--- src/rtl/z80_ir_iff_unit_pkg.sv ---
// Shared Z80 definitions for the I/R/IFF unit: flag bit positions,
// LD A,I/R source encoding and the flag-result helper.
package z80_ir_iff_unit_pkg;

  localparam int unsigned FLAG_C_BIT  = 0;
  localparam int unsigned FLAG_N_BIT  = 1;
  localparam int unsigned FLAG_PV_BIT = 2;
  localparam int unsigned FLAG_X_BIT  = 3;
  localparam int unsigned FLAG_H_BIT  = 4;
  localparam int unsigned FLAG_Y_BIT  = 5;
  localparam int unsigned FLAG_Z_BIT  = 6;
  localparam int unsigned FLAG_S_BIT  = 7;

  // Bits of F that LD A,I/R passes through unchanged (5, 3 and C).
  localparam logic [7:0] F_KEEP_MASK =
    8'((1 << FLAG_Y_BIT) | (1 << FLAG_X_BIT) | (1 << FLAG_C_BIT));

  // Which register an LD A,x strobe reads this cycle.
  typedef enum logic [1:0] {
    LDA_NONE   = 2'd0,
    LDA_FROM_I = 2'd1,
    LDA_FROM_R = 2'd2
  } lda_src_e;

  // F after LD A,I / LD A,R: S,Z from the value, H=N=0, P/V supplied.
  function automatic logic [7:0] lda_flags(input logic [7:0] src,
                                           input logic [7:0] f_in,
                                           input logic       pv);
    logic [7:0] f;
    f              = f_in & F_KEEP_MASK;
    f[FLAG_S_BIT]  = src[7];
    f[FLAG_Z_BIT]  = (src == 8'h00);
    f[FLAG_PV_BIT] = pv;
    return f;
  endfunction

endpackage

--- src/rtl/z80_ir_iff_unit_if.sv ---
// Decoder-side strobes and result bus of the I/R/IFF unit.
interface z80_ir_iff_unit_if;
  logic       m1_fetch;
  logic       insn_done;
  logic       ld_i_a;
  logic       ld_r_a;
  logic       ld_a_i;
  logic       ld_a_r;
  logic [7:0] a_in;
  logic [7:0] f_in;
  logic       ei;
  logic       di;
  logic       retn;
  logic       nmi_ack;
  logic       int_ack;
  logic [7:0] reg_i;
  logic [7:0] reg_r;
  logic       iff1;
  logic       iff2;
  logic       int_enable;
  logic       af_valid;
  logic [7:0] a_out;
  logic [7:0] f_out;

  modport master (
    output m1_fetch, insn_done, ld_i_a, ld_r_a, ld_a_i, ld_a_r,
           a_in, f_in, ei, di, retn, nmi_ack, int_ack,
    input  reg_i, reg_r, iff1, iff2, int_enable, af_valid, a_out, f_out
  );

  modport slave (
    input  m1_fetch, insn_done, ld_i_a, ld_r_a, ld_a_i, ld_a_r,
           a_in, f_in, ei, di, retn, nmi_ack, int_ack,
    output reg_i, reg_r, iff1, iff2, int_enable, af_valid, a_out, f_out
  );
endinterface

--- src/rtl/z80_refresh_counter.sv ---
// Z80 R register: low R_COUNT_BITS count opcode fetches, upper bits held,
// LD R,A load overrides the increment. r_next is the post-update value.
module z80_refresh_counter #(
  parameter int unsigned R_COUNT_BITS = 7
) (
  input  logic       clk,
  input  logic       reset,
  input  logic       inc,
  input  logic       load,
  input  logic [7:0] load_val,
  output logic [7:0] r,
  output logic [7:0] r_next
);

  // Mask form avoids a zero-width upper slice when all 8 bits count.
  localparam logic [7:0] CNT_MASK = 8'((9'd1 << R_COUNT_BITS) - 9'd1);

  logic [7:0] r_q;

  // Next R: load wins over increment; increment wraps inside the mask.
  always_comb begin
    r_next = r_q;
    if (load) begin
      r_next = load_val;
    end else if (inc) begin
      r_next = (r_q & ~CNT_MASK) | ((r_q + 8'd1) & CNT_MASK);
    end
  end

  // R register state.
  always_ff @(posedge clk or posedge reset) begin
    if (reset) begin
      r_q <= '0;
    end else begin
      r_q <= r_next;
    end
  end

  assign r = r_q;

endmodule

--- src/rtl/z80_ir_iff_unit.sv ---
// Z80 I and R registers, IFF1/IFF2 with EI shadow, and the A/F results
// of LD A,I and LD A,R.
module z80_ir_iff_unit
  import z80_ir_iff_unit_pkg::*;
#(
  parameter int unsigned R_COUNT_BITS  = 7,
  parameter bit          NMOS_PV_QUIRK = 1'b0,
  parameter logic [7:0]  RESET_I       = 8'h00
) (
  input  logic               clk,
  input  logic               reset,
  z80_ir_iff_unit_if.slave   bus
);

  logic [7:0] reg_i_q;
  logic [7:0] reg_i_next;
  logic [7:0] r_q;
  logic [7:0] r_next;
  logic       iff1_q;
  logic       iff2_q;
  logic       ei_shadow_q;
  logic       af_valid_q;
  logic [7:0] a_out_q;
  logic [7:0] f_out_q;
  lda_src_e   lda_src;
  logic [7:0] lda_val;
  logic       pv_bit;

  z80_refresh_counter #(
    .R_COUNT_BITS(R_COUNT_BITS)
  ) u_refresh (
    .clk      (clk),
    .reset    (reset),
    .inc      (bus.m1_fetch),
    .load     (bus.ld_r_a),
    .load_val (bus.a_in),
    .r        (r_q),
    .r_next   (r_next)
  );

  // Post-update I for same-cycle LD I,A then LD A,I reads.
  always_comb begin
    reg_i_next = reg_i_q;
    if (bus.ld_i_a) begin
      reg_i_next = bus.a_in;
    end
  end

  // I register state.
  always_ff @(posedge clk or posedge reset) begin
    if (reset) begin
      reg_i_q <= RESET_I;
    end else begin
      reg_i_q <= reg_i_next;
    end
  end

  // Select LD A,x source (R wins on conflict) and build P/V from pre-update IFF2.
  always_comb begin
    lda_src = LDA_NONE;
    if (bus.ld_a_r) begin
      lda_src = LDA_FROM_R;
    end else if (bus.ld_a_i) begin
      lda_src = LDA_FROM_I;
    end
    lda_val = (lda_src == LDA_FROM_R) ? r_next : reg_i_next;
    pv_bit  = iff2_q & ~(NMOS_PV_QUIRK & (bus.int_ack | bus.nmi_ack));
  end

  // Registered LD A,I/R result with a one-cycle valid pulse.
  always_ff @(posedge clk or posedge reset) begin
    if (reset) begin
      af_valid_q <= 1'b0;
      a_out_q    <= '0;
      f_out_q    <= '0;
    end else begin
      af_valid_q <= (lda_src != LDA_NONE);
      if (lda_src != LDA_NONE) begin
        a_out_q <= lda_val;
        f_out_q <= lda_flags(lda_val, bus.f_in, pv_bit);
      end
    end
  end

  // Interrupt flip-flops and EI shadow, acknowledges taking priority.
  always_ff @(posedge clk or posedge reset) begin
    if (reset) begin
      iff1_q      <= 1'b0;
      iff2_q      <= 1'b0;
      ei_shadow_q <= 1'b0;
    end else if (bus.nmi_ack) begin
      iff1_q      <= 1'b0;
      ei_shadow_q <= 1'b0;
    end else if (bus.int_ack) begin
      iff1_q      <= 1'b0;
      iff2_q      <= 1'b0;
      ei_shadow_q <= 1'b0;
    end else if (bus.di) begin
      iff1_q      <= 1'b0;
      iff2_q      <= 1'b0;
      ei_shadow_q <= 1'b0;
    end else if (bus.ei) begin
      iff1_q      <= 1'b1;
      iff2_q      <= 1'b1;
      ei_shadow_q <= 1'b1;
    end else begin
      if (bus.retn) begin
        iff1_q <= iff2_q;
      end
      // A retiring instruction other than EI closes the shadow.
      if (bus.insn_done) begin
        ei_shadow_q <= 1'b0;
      end
    end
  end

  assign bus.reg_i      = reg_i_q;
  assign bus.reg_r      = r_q;
  assign bus.iff1       = iff1_q;
  assign bus.iff2       = iff2_q;
  assign bus.int_enable = iff1_q & ~ei_shadow_q;
  assign bus.af_valid   = af_valid_q;
  assign bus.a_out      = a_out_q;
  assign bus.f_out      = f_out_q;

  a_lda_exclusive: assert property (@(posedge clk) disable iff (reset)
    !(bus.ld_a_i && bus.ld_a_r));

  a_iff_cmd_exclusive: assert property (@(posedge clk) disable iff (reset)
    $onehot0({bus.ei, bus.di, bus.retn}));

endmodule

--- src/flat_wrapper.sv ---
// flat-port wrapper written by rule: the top's interface ports become plain ports
module z80_ir_iff_unit_flat import z80_ir_iff_unit_pkg::*;
#(
  parameter int unsigned R_COUNT_BITS  = 7,
  parameter bit          NMOS_PV_QUIRK = 1'b0,
  parameter logic [7:0]  RESET_I       = 8'h00
)
  (clk, reset, bus_m1_fetch, bus_insn_done, bus_ld_i_a, bus_ld_r_a, bus_ld_a_i, bus_ld_a_r, bus_a_in, bus_f_in, bus_ei, bus_di, bus_retn, bus_nmi_ack, bus_int_ack, bus_reg_i, bus_reg_r, bus_iff1, bus_iff2, bus_int_enable, bus_af_valid, bus_a_out, bus_f_out);
  z80_ir_iff_unit_if bus_i ();
  input  logic clk;
  input  logic reset;
  input wire logic [$bits(bus_i.m1_fetch)-1:0] bus_m1_fetch;
  input wire logic [$bits(bus_i.insn_done)-1:0] bus_insn_done;
  input wire logic [$bits(bus_i.ld_i_a)-1:0] bus_ld_i_a;
  input wire logic [$bits(bus_i.ld_r_a)-1:0] bus_ld_r_a;
  input wire logic [$bits(bus_i.ld_a_i)-1:0] bus_ld_a_i;
  input wire logic [$bits(bus_i.ld_a_r)-1:0] bus_ld_a_r;
  input wire logic [$bits(bus_i.a_in)-1:0] bus_a_in;
  input wire logic [$bits(bus_i.f_in)-1:0] bus_f_in;
  input wire logic [$bits(bus_i.ei)-1:0] bus_ei;
  input wire logic [$bits(bus_i.di)-1:0] bus_di;
  input wire logic [$bits(bus_i.retn)-1:0] bus_retn;
  input wire logic [$bits(bus_i.nmi_ack)-1:0] bus_nmi_ack;
  input wire logic [$bits(bus_i.int_ack)-1:0] bus_int_ack;
  output wire logic [$bits(bus_i.reg_i)-1:0] bus_reg_i;
  output wire logic [$bits(bus_i.reg_r)-1:0] bus_reg_r;
  output wire logic [$bits(bus_i.iff1)-1:0] bus_iff1;
  output wire logic [$bits(bus_i.iff2)-1:0] bus_iff2;
  output wire logic [$bits(bus_i.int_enable)-1:0] bus_int_enable;
  output wire logic [$bits(bus_i.af_valid)-1:0] bus_af_valid;
  output wire logic [$bits(bus_i.a_out)-1:0] bus_a_out;
  output wire logic [$bits(bus_i.f_out)-1:0] bus_f_out;
  assign bus_i.m1_fetch = bus_m1_fetch;
  assign bus_i.insn_done = bus_insn_done;
  assign bus_i.ld_i_a = bus_ld_i_a;
  assign bus_i.ld_r_a = bus_ld_r_a;
  assign bus_i.ld_a_i = bus_ld_a_i;
  assign bus_i.ld_a_r = bus_ld_a_r;
  assign bus_i.a_in = bus_a_in;
  assign bus_i.f_in = bus_f_in;
  assign bus_i.ei = bus_ei;
  assign bus_i.di = bus_di;
  assign bus_i.retn = bus_retn;
  assign bus_i.nmi_ack = bus_nmi_ack;
  assign bus_i.int_ack = bus_int_ack;
  assign bus_reg_i = bus_i.reg_i;
  assign bus_reg_r = bus_i.reg_r;
  assign bus_iff1 = bus_i.iff1;
  assign bus_iff2 = bus_i.iff2;
  assign bus_int_enable = bus_i.int_enable;
  assign bus_af_valid = bus_i.af_valid;
  assign bus_a_out = bus_i.a_out;
  assign bus_f_out = bus_i.f_out;
  z80_ir_iff_unit #(.R_COUNT_BITS(R_COUNT_BITS), .NMOS_PV_QUIRK(NMOS_PV_QUIRK), .RESET_I(RESET_I)) u_core (.clk(clk), .reset(reset), .bus(bus_i));
endmodule
--- config.mk ---
export PLATFORM = sky130hd
export DESIGN_NAME = z80_ir_iff_unit_flat
export DESIGN_NICKNAME = d
export VERILOG_FILES = /design/src/rtl/z80_ir_iff_unit_pkg.sv /design/src/rtl/z80_ir_iff_unit_if.sv /design/src/rtl/z80_refresh_counter.sv /design/src/rtl/z80_ir_iff_unit.sv /design/src/flat_wrapper.sv
export SDC_FILE = /design/constraint.sdc
export NUM_CORES = 1
export LEC_CHECK = 0
export ABC_AREA = 1
export CORE_ASPECT_RATIO = 1.2
export CORE_MARGIN = 2
export CORE_UTILIZATION = 40
export DETAILED_ROUTE_END_ITERATION = 10
export PLACE_DENSITY = 0.75
export SLEW_MARGIN = 10
export SYNTH_ARGS = -nofsm -noshare
export SYNTH_HDL_FRONTEND = slang
export SYNTH_SLANG_ARGS = --single-unit
--- constraint.sdc ---
create_clock -name clk -period 1.59 [get_ports clk]
set_input_delay 0.318 -clock clk [delete_from_list [all_inputs] [get_ports clk]]
set_output_delay 0.318 -clock clk [all_outputs]
set_load 0.005 [all_outputs]
### Sequential cells colored by netlist name

(4 px per um) Other sequential cells in the stronger gray, the rest of the logic in the fainter gray.
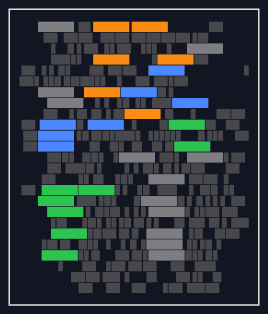
| color | signal | flops |
|---|---|---|
| orange | u_core.bus.f_out | 6 |
| blue | u_core.bus.a_out | 7 |
| green | u_core.bus.reg_i | 8 |
not colored: 12

### Signal metal coverage by tile

(4 px per um) The die is cut into 12 by 15 equal tiles; black is low, pale yellow is high, scaled to the fullest tile. Values are wire area over tile area, all layers added.
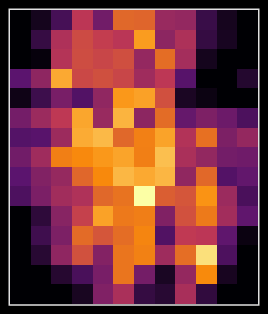
densest ninth of the die: center
tiles over half the peak: 34%
nearly empty tiles: 13%
mean over tiles: 0.13
routed wire length: 3710 um
via count: 1494

### Cell sizes after repair

(6 px per um)
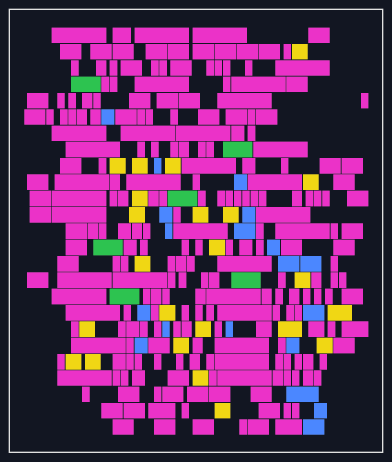
| color | size | cells | most used |
|---|---|---|---|
| blue | drive 2 | 19 | nand2_2 |
| yellow | drive 3 to 4 | 23 | buf_4 |
| magenta | drive 1 or less | 234 | nand2_1 |
| green | drive 6 and up | 6 | clkbuf_8 |
Finished Cell Area: 2470 um^2
nonclk buf count: 78

### M3 wires

(6 px per um)
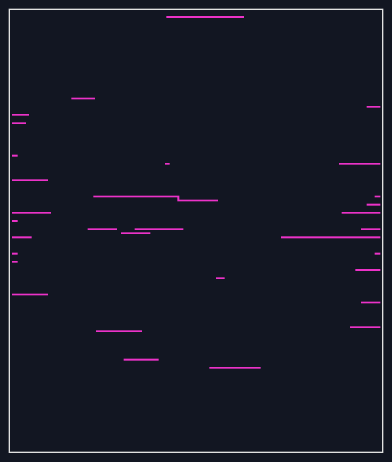
share of all routed wire: 4.2%
wire length on this layer: 154 um

### Clock wiring as the flow saved it

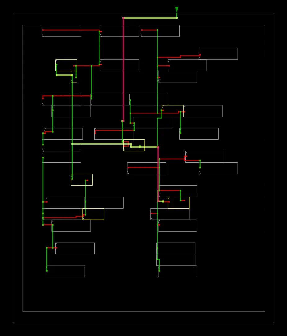
sequential cell count: 33
Inserted Clock Buffers: 5

power groups by stage:
stage          Sequential [mW]  Combinational (mW)  Clock, mW
2_1_floorplan            0.991               0.204          0
3_3_place_gp             0.990               0.508          0
3_5_place_dp             0.991               0.515          0
4_1_cts                  0.976               0.518      0.637
5_1_grt                  0.985               0.585      0.678
6_report                 0.976               0.521      0.612
tightest hold or removal path: stages:
cell             delay [ns]
clkdlybuf4s50_1        0.40
inv_1                  0.05
buf_4                  0.35
metal layers:
layer / share of wire [%] / up-vias / routed length, um
met5: 0 / - / 0
met4: 1.0 / 0 / 37
met3: 4.1 / 4 / 153
met2: 51 / 41 / 1880
met1: 44 / 664 / 1640
li1: - / 785 / -
==> flow_summary.ini <==
; generated from flow reports
[placed_design]
dp_slack_ns = -0.182
dp_hpwl_um = 2900
dp_cells = 328
postPlaceCellArea_um2 = 2350

[final_timing]
fmax_ghz = 0.653
hold_viol_final = 0
fin_skew_ns = 0.00614
drv_slew = 0
setup_violations = 0
whs_ns = 0.427
min_period_ns = 1.53

[synth]
yosys_area_um2 = 1610
mux_share_pct = 0
synth.largest_area_cell = dfrtp_1
synthesis.area_um2 = 1610
syn_area_per_cell_um2 = 7.95
edf_count = 0
topCellsByArea = dfrtp_1, nand2_1, nand3_1
ys_ff = 33
syn_inst = 203
ys.flop_type = dfrtp_1
ys_sh_aoi_pct = 5.12
logic_family = simple AND/OR/NAND/NOR gates
ys_cells = 203
top_cell_area_share_pct = 51.2
synthXorXnorAreaFrac_pct = 0

[pwr]
sw_frac_of_total_pct = 25.9
power_density_nw_per_um2 = 855
seqPwrFrac_pct = 46.3
p_int_mw = 1.56
power_mw = 2.11
power.switching_mw = 0.547
pwr-share-clk_pct = 29.0

[global_route]
grt_max_degree = 34
met1_usage_pct = 21.7
grt_pass1_vias = 1454
grt_pass1_wl_um = 6090
top_usage_layer = met2
grt_util_met2_pct = 30.1
antenna_found_initial = 0
track_usage_pct = 17.9

[setup_path]
cp.depth = 1
worstSetupEndpoint = bus_reg_r[2]
arrival_ns = 1.21
rr_endpoint = u_core.bus.a_out[1]$_DFFE_PP0P_
path_class = reg -> out
rrSetupSlack_ns = 0.12
cp_slowest_cell = clkdlybuf4s50_1
reg2reg_depth = 8

[finish]
bufAreaShareNonClock_pct = 29.8
mostFrequentLayoutCell = nand2_1
instances_no_fill = 336
comb-cell-share_pct = 27.3
clk_share_pct = 3.50
antenna_cells_inserted = 0
nNonClkInverters = 21
seq-cell-share_pct = 33.5
num-nets-final = 312
largest_cell_class = sequential cells
postLayoutCoreUtil_pct = 63.1
area_growth_pct = 52.9
final_cell_mix = nand2_1, clkdlybuf4s50_1, dfrtp_1
nClkBuffers = 7
logic_gate_count = 143

[floorplan]
dieWidth_um = 62.0
core-area_um2 = 3910
std_cell_rows = 25
tap_cells = 54
die_y_um = 73.6

[routing]
wl_per_cell_um = 11.0
final_antenna_net_count = 0
drt-pass1-iter-count = 4
drt_iter0_drc = 83

[hold_path]
hp-class = in -> async

[clocking]
cts_tree = built
clock_sinks = 33
clkTransAtPathRegs_ns = 0.06

[run]
drv_cap = 0
warnings = 31

[status]
status = completed
Power figures rest on the tool's default switching activity, not on a simulated workload.
